floorplan.png
Bar = 50 um. Pins as bars on the die edge.
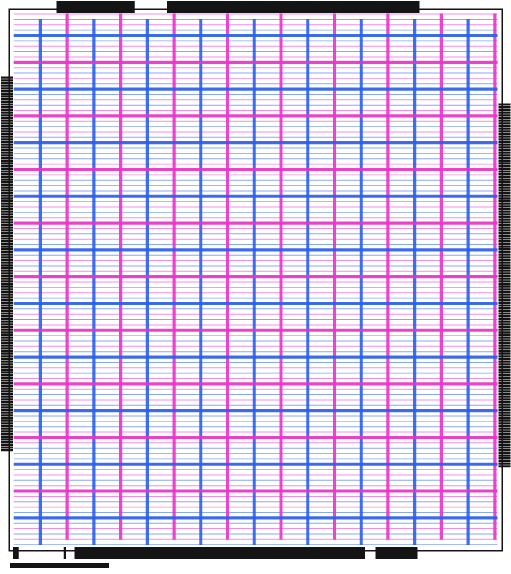
class_map.png
Bar = 50 um.
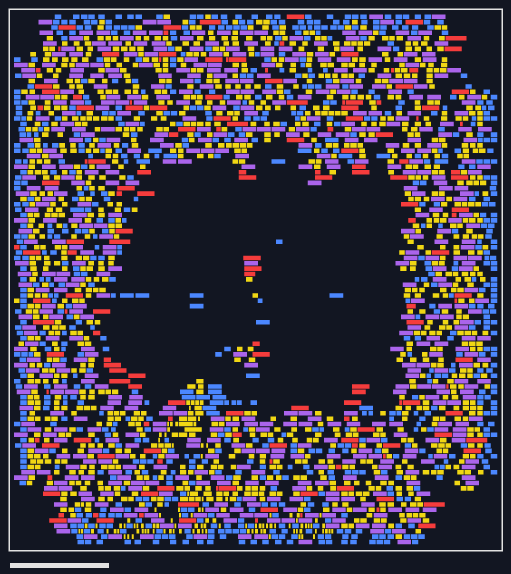
clock_wires.png
Bar = 50 um.
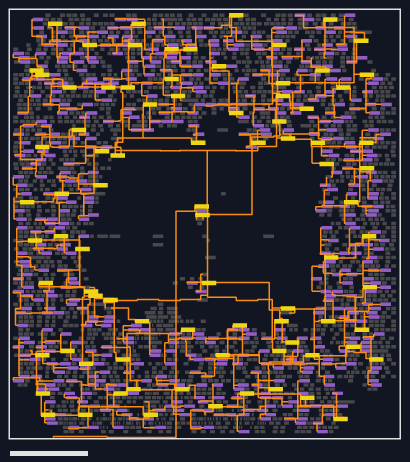
Design cc_line_fill_unit, sky130hd; sources not shown.
==> flow_summary.ini <==
; generated from flow reports
[run_status]
outcome = finished clean

[clock_tree]
cts.reportedPaths.clkPinSlew_ns = 0.05
cts_root_buf = clkbuf_16
cts_resized = 0

[setup_path]
required_ns = 4.00
rr_worst_depth = 5
cp.arrival_ns = 3.16
worst_path_most_repeated_cell = buf_12
cp_slowest_cell = o2111ai_1
path_buffers = 2
r2r_setup_slack_ns = 0.84
end_kind = register

[routing]
drtAntennaViolNets = 0
firstDrtPassIters = 5

[final_layout]
nets = 2740
final_common_cell = clkdlybuf4s50_1
stdcell_count = 3561
finalCoreUtilization_pct = 51.0
largest_reg_flops = 512
syn_to_final_growth_pct = 44.2

[synth]
yosys.area_share.simple_pct = 1.66
ys_cells = 2088
most_common_cell = o2111ai_1
ys.flops = 547
ys_sh_adder_pct = 0.353
syn-cell-area_sq_um = 23400
syn_nets = 2197
post-synth-top-area-cell = dfxtp_1
synth_warnings = 0

[timing]
worst_pin_slew_ns = 0.963
worst_slack_ns = 0.841
slew_headroom_pct = 35.7
holdWs_ns = 0.455
slew_viol_final = 0

[power_and_ir_drop]
power_density_nw_per_um2 = 475

[grt]
first_global_vias = 21160
grt_max_degree = 138

[placed_design]
gp_congestion = 0.918
pre_cts_ws_ns = 0.470

[hold_path]
whs_path_depth = 2
-- floorplan.png (at the start) --
VDD -> magenta
VSS -> blue
met1 rails = 100
met5 straps = 19
Worst VDD drop: 0.000404 V
Die W: 249 um

-- class_map.png (at the start) --
clock drivers and dummy loads -> red  # cells 156
remaining buffers and delay cells -> blue  # cells 780
sequential cells -> purple  # cells 547
remaining logic cells -> yellow  # cells 1218
Seq area share: 32.5%
Post-Layout Inst Area: 33700 sq um

-- clock_wires.png (at the start) --
clock-net drivers -> yellow  # count 84
flip-flops -> purple  # count 547
clock wires -> orange  # length 7680 um
routed clock nets = 85
Worst-Skew Late Latency: 0.63 ns
Clock group: 8.69 mW
Clock Skew: 0.0244 ns
Clk network pwr share: 54.3%

==> cell type report <==
type,instances,area (sq um)
clock buffers,102,2270
clock inverters,54,693
multi-input cells,1211,10900
flip-flops and latches,547,11000
repair buffers,780,7800
diodes,2,5.00
inverters,7,41.3
fillers,5811,32400
well taps,858,1070
==> metal layers <==
metal / track usage (%) / wire length, um / vias up
met5: 0 / 57 / -
met4: 13.7 / 4700 / 8
met3: 6.26 / 6020 / 255
met2: 40.2 / 41700 / 951
met1: 28.5 / 34900 / 10600
li1: - / - / 9572
==> logic make-up after synthesis <==
group           Yosys count
xor+xnor                  2
simple gates             82
flops                   547
fa+ha+maj                 6
compound gates          607
buf+inv                 330
mux                     514
==> power breakdown <==
part	internal, mW	switching [mW]
sequential	6.22	0.0237
clock	5.43	3.27
combinational	0.360	0.725
No activity file was given, so power comes from the tool's default toggle rates.
